**The metal 1 layer**

Cells faint in the background.
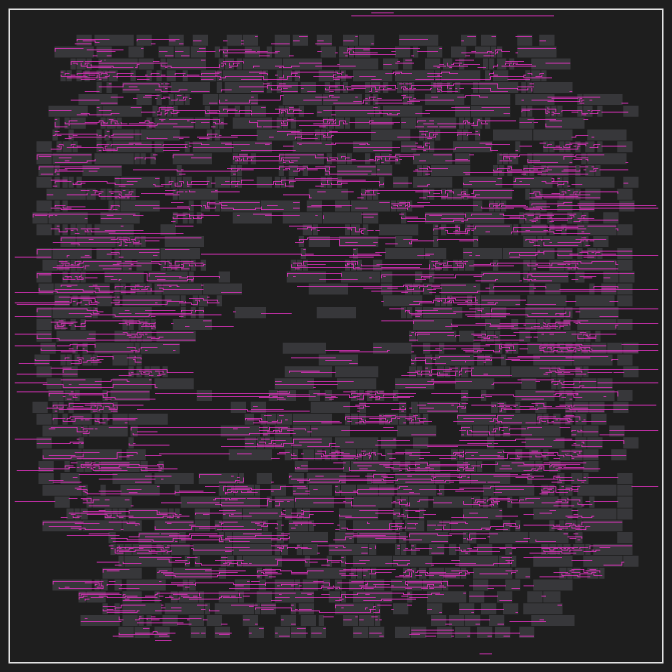
**Signal wires on met2**

Bar = 50 um.
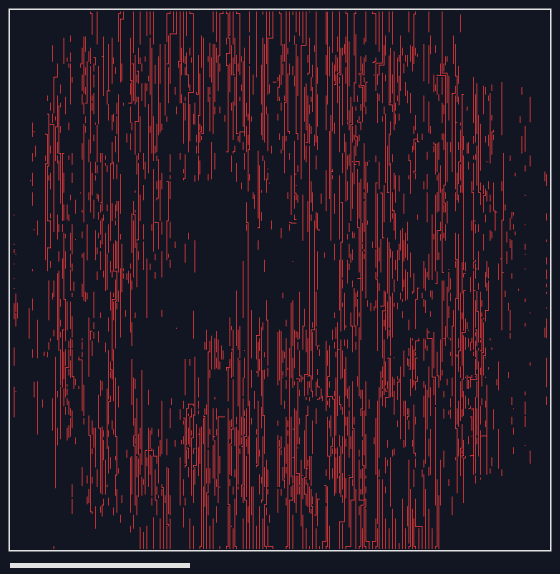
**Met3 routing**

Bar = 50 um.
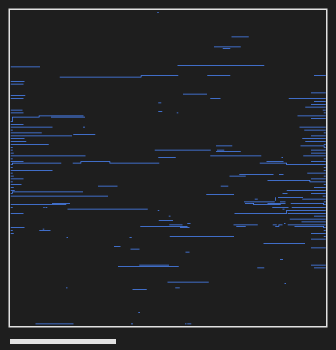
**Met4 routing**

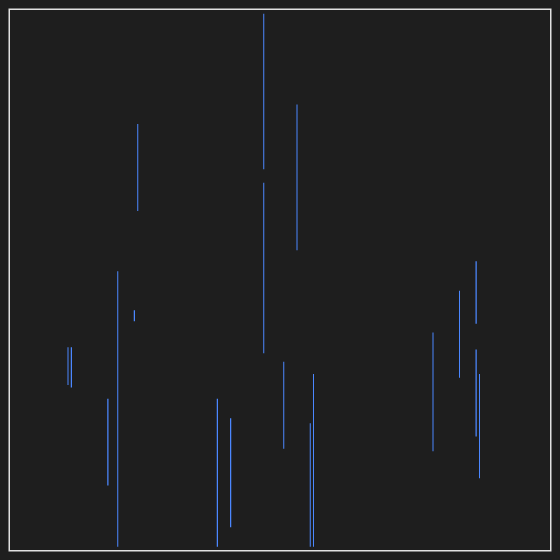
**config.mk**
```make
export PLATFORM = sky130hd
export DESIGN_NAME = shift_issue_stage
export DESIGN_NICKNAME = d
export VERILOG_FILES = /design/src/rtl/shift_issue_stage.sv
export SDC_FILE = /design/constraint.sdc
export NUM_CORES = 1
export LEC_CHECK = 0
export CAP_MARGIN = 40
export CORE_MARGIN = 5
export CORE_UTILIZATION = 45
export DETAILED_ROUTE_END_ITERATION = 6
export PLACE_DENSITY_LB_ADDON = 0.25
export SYNTH_ARGS = -nofsm -noshare
export SYNTH_HDL_FRONTEND = slang
export SYNTH_SLANG_ARGS = --single-unit
```
**constraint.sdc**
```tcl
create_clock -name clk -period 8.4 [get_ports clk]
set_input_delay 1.68 -clock clk [delete_from_list [all_inputs] [get_ports clk]]
set_output_delay 1.68 -clock clk [all_outputs]
set_load 0.02 [all_outputs]
```
**src/rtl/shift_issue_stage.sv**
```systemverilog
// Issue stage feeding the execute-stage shift ALU: decodes RV32I shift fields and buffers
// them in a 2-entry skid buffer so in_ready never depends combinationally on out_ready.
module shift_issue_stage (
  input  logic        clk,
  input  logic        rst,
  input  logic        flush,
  input  logic        in_valid,
  output logic        in_ready,
  input  logic [31:0] in_instr,
  input  logic [31:0] in_rs1_data,
  input  logic [31:0] in_rs2_data,
  output logic        out_valid,
  input  logic        out_ready,
  output logic [31:0] out_op1,
  output logic [31:0] out_op2,
  output logic [6:0]  out_opcode,
  output logic [2:0]  out_func3,
  output logic [6:0]  out_func7,
  output logic [31:0] out_imm,
  output logic [4:0]  out_rd,
  output logic        out_is_shift,
  output logic        out_illegal
);

  localparam logic [6:0] OpReg  = 7'b0110011;
  localparam logic [6:0] OpImm  = 7'b0010011;
  localparam logic [6:0] OpLoad = 7'b0000011;
  localparam logic [6:0] OpJalr = 7'b1100111;

  typedef struct packed {
    logic [31:0] op1;
    logic [31:0] op2;
    logic [6:0]  opcode;
    logic [2:0]  func3;
    logic [6:0]  func7;
    logic [31:0] imm;
    logic [4:0]  rd;
    logic        is_shift;
    logic        illegal;
  } entry_t;

  entry_t dec;
  entry_t main_q, main_d;
  entry_t skid_q, skid_d;
  logic   main_valid_q, main_valid_d;
  logic   skid_valid_q, skid_valid_d;
  logic   accept, pop;
  logic   is_i_type;

  always_comb begin
    dec          = '0;
    dec.opcode   = in_instr[6:0];
    dec.func3    = in_instr[14:12];
    dec.func7    = in_instr[31:25];
    dec.rd       = in_instr[11:7];
    dec.op1      = in_rs1_data;
    is_i_type    = (dec.opcode == OpImm) || (dec.opcode == OpLoad) || (dec.opcode == OpJalr);
    dec.imm      = is_i_type ? {{20{in_instr[31]}}, in_instr[31:20]} : 32'h0;
    dec.op2      = (dec.opcode == OpReg) ? in_rs2_data : dec.imm;
    dec.is_shift = ((dec.opcode == OpReg) || (dec.opcode == OpImm)) &&
                   ((dec.func3 == 3'b001) || (dec.func3 == 3'b101));
    // For I-type shifts imm[11:5] occupies the same bits as func7.
    dec.illegal  = dec.is_shift &&
                   !((dec.func7 == 7'b0000000) ||
                     ((dec.func3 == 3'b101) && (dec.func7 == 7'b0100000)));
  end

  assign in_ready = ~skid_valid_q;
  assign accept   = in_valid & in_ready & ~flush;
  assign pop      = main_valid_q & out_ready;

  always_comb begin
    main_d       = main_q;
    skid_d       = skid_q;
    main_valid_d = main_valid_q;
    skid_valid_d = skid_valid_q;
    if (flush) begin
      main_valid_d = 1'b0;
      skid_valid_d = 1'b0;
    end else begin
      case ({main_valid_q, skid_valid_q})
        2'b00: begin
          if (accept) begin
            main_d       = dec;
            main_valid_d = 1'b1;
          end
        end
        2'b10: begin
          if (pop && accept) begin
            main_d = dec;
          end else if (pop) begin
            main_valid_d = 1'b0;
          end else if (accept) begin
            skid_d       = dec;
            skid_valid_d = 1'b1;
          end
        end
        2'b11: begin
          if (pop) begin
            main_d       = skid_q;
            skid_valid_d = 1'b0;
          end
        end
        default: begin
          // Skid without head is unreachable; recover to empty.
          main_valid_d = 1'b0;
          skid_valid_d = 1'b0;
        end
      endcase
    end
  end

  always_ff @(posedge clk or posedge rst) begin
    if (rst) begin
      main_q       <= '0;
      skid_q       <= '0;
      main_valid_q <= 1'b0;
      skid_valid_q <= 1'b0;
    end else begin
      main_q       <= main_d;
      skid_q       <= skid_d;
      main_valid_q <= main_valid_d;
      skid_valid_q <= skid_valid_d;
    end
  end

  assign out_valid    = main_valid_q;
  assign out_op1      = main_q.op1;
  assign out_op2      = main_q.op2;
  assign out_opcode   = main_q.opcode;
  assign out_func3    = main_q.func3;
  assign out_func7    = main_q.func7;
  assign out_imm      = main_q.imm;
  assign out_rd       = main_q.rd;
  assign out_is_shift = main_q.is_shift;
  assign out_illegal  = main_q.illegal;

endmodule

```
==> impl_metrics.csv <==
group,metric,value,unit
grt,met3_usage,4.15,%
power,p_clk,991,uW
die,fp_util,45.4,%
hold_path,hp-class,"register to register",
cts,clockBufferDepth,3,
synthesis,synthCells,990,
synthesis,synth_top_cell_by_count,"nand2_1",
grt,grtUsageMet1,28.2,%
routing,wl_met1,10.3,mm
grt,grt-ovfl-total,0,
grt,top_usage_layer,"met2",
routing,drt-initial-drc-count,486,
die,row_count,51,
synthesis,top_cell_area_share,57.5,%
power,power.leakage,0.00511,uW
die,ios,223,
cells_and_area,clock_area_share,6.35,%
critical_path,crit_slowest_cell,"buf_4",
synthesis,area_leaders,"dfrtp_1 58%, nand2_1 15%, nor2_1 4.8%",
critical_path,cp_data_arrival_time,4.41,ns
sta,worstMarginPinSlew,0.866,ns
critical_path,crit_required,8.80,ns
critical_path,ff2ff_path_depth,5,
cts,clk_latency,0.49,ns
synthesis,ys.flops,202,
hold_path,whs_endpoint,"skid_q[10]",
grt,grt_pass1_wl,38.6,mm
cts,cts_resized,0,
power,swShare,27.3,%
power,vdd_drop_max,0.148,mV
cells_and_area,fin_area,11900,um2
power,power_per_cell_area,232,nW/um2
cells_and_area,logic_area,3300,um2
cts,postCtsHoldBufs,0,
sta,rsz0062_at_grt,"no",
cells_and_area,lay_top_count,"nand2_1",
critical_path,critical_path_class,"input port to register",
cts,clk_pin_slew,0.06,ns
critical_path,rrSetupSlack,5.62,ns
cts,numCtsBuffers,22,
critical_path,max_stage_delay,0.79,ns
cells_and_area,inverters,3,
critical_path,end_kind,"register",
power,maxPowerGroup,"registers",
power,pwr-share-seq,44.3,%
job,cap_violations,0,
synthesis,yosys.area.top_type,"dfrtp_1",
grt,grt_max_degree,99,
placement,placed_area,11100,um2
placement,numPortBuffers,217,
sta,layout_min_cycle_time,4.01,ns
cells_and_area,fin_util,61.3,%
placement,placedCellCount,1398,
cells_and_area,regArea,5050,um2
critical_path,setup.worst_path.end,"out_op2[26]",
cts,htreeDepth,1,
cts,clock-root-buffer,"clkbuf_16",
routing,wl_per_cell,16.5,um
cells_and_area,clock_buffers,33,
synthesis,avgSynthCellArea,8.88,um2
routing,vias_per_cell,5.14,
power,pwr-share-comb,19.7,%
sta,slew_headroom,42.2,%
sta,slew_viol_final,0,
cells_and_area,fin_cells,1437,
placement,post-place-ws,3.91,ns
cts,cts.sinks,202,
grt,grt_pass1_vias,7322,
power,p_clk_share,35.9,%
die,chipArea,22400,um2
cells_and_area,flop-count,202,
power,p_seq,1220,uW
power,internal_power,2010,uW
sta,setup_violations,0,
synthesis,syn_nets,1091,
cts,tritoncts,"yes",
synthesis,yosys_area,8790,um2
synthesis,synthArstFlopShare,100,%
cells_and_area,seq_share,42.6,%
hold_path,hold_start,"skid_q[10]",
cells_and_area,largest_cell_class,"sequential cells",
sta,max_freq,249,MHz
synthesis,enable_flop_cells,0,
grt,grt_use_total,21.2,%
synthesis,ys.flop_type,"dfrtp_1",
cells_and_area,bufAreaShareNonClock,20.3,%
sta,whs,0.470,ns
power,powerComb,544,uW
cts,post_cts_buffers,0,
critical_path,timing.rr.start,"out_valid",
routing,drtPass1Iterations,5,
critical_path,rr_endpoint,"out_op2[26]",
sta,fin_crit_sh,47.8,%
cells_and_area,final_layout_size_suffix_gt1_share,7.17,%
routing,met3_length,1.58,mm
outcome,status,"finished, final reports clean",
critical_path,crit_path_start,"flush",
Notes on 'the metal 1 layer' above:
The layer carries 10300 um of wire. 1104 nets have wire on it. The longest straight run is 46.5 um.

Notes on 'signal wires on met2' above:
The layer holds 47% of the routed length. The layer carries 11200 um of wire. The longest straight run is 63.7 um.
M2 GR Usage: 35.4%
final WL: 23.6 mm

Notes on 'met3 routing' above:
The wires run mostly horizontal. The longest straight run is 45.8 um.

Notes on 'met4 routing' above:
The longest straight run is 76.2 um. The layer holds 2.5% of the routed length. The layer carries 579 um of wire.
vias post-DR: 7379

logic make-up after synthesis:
logic type      after synthesis  synth area share, %
mux                           1                0.128
simple gates                525                 23.9
flops                       202                 57.5
buf+inv                      92                 5.33
compound gates              170                 13.1
worst max-delay path: cells and delay by family:
kind / cells / cell delay (ns)
buf+inv: 2 / 1.27
simple gates: 2 / 0.80
compound gates: 2 / 0.56
state kept, by name, indices dropped and copies added, names as in the netlist:
signal / flops
out_func3: 3
out_valid: 1
out_illegal: 1
out_func7: 7
skid_valid_q: 1
out_imm: 12
out_opcode: 7
out_op1: 32
out_op2: 32
out_rd: 5
skid_q: 100
out_is_shift: 1
Power figures rest on the tool's default switching activity, not on a simulated workload.
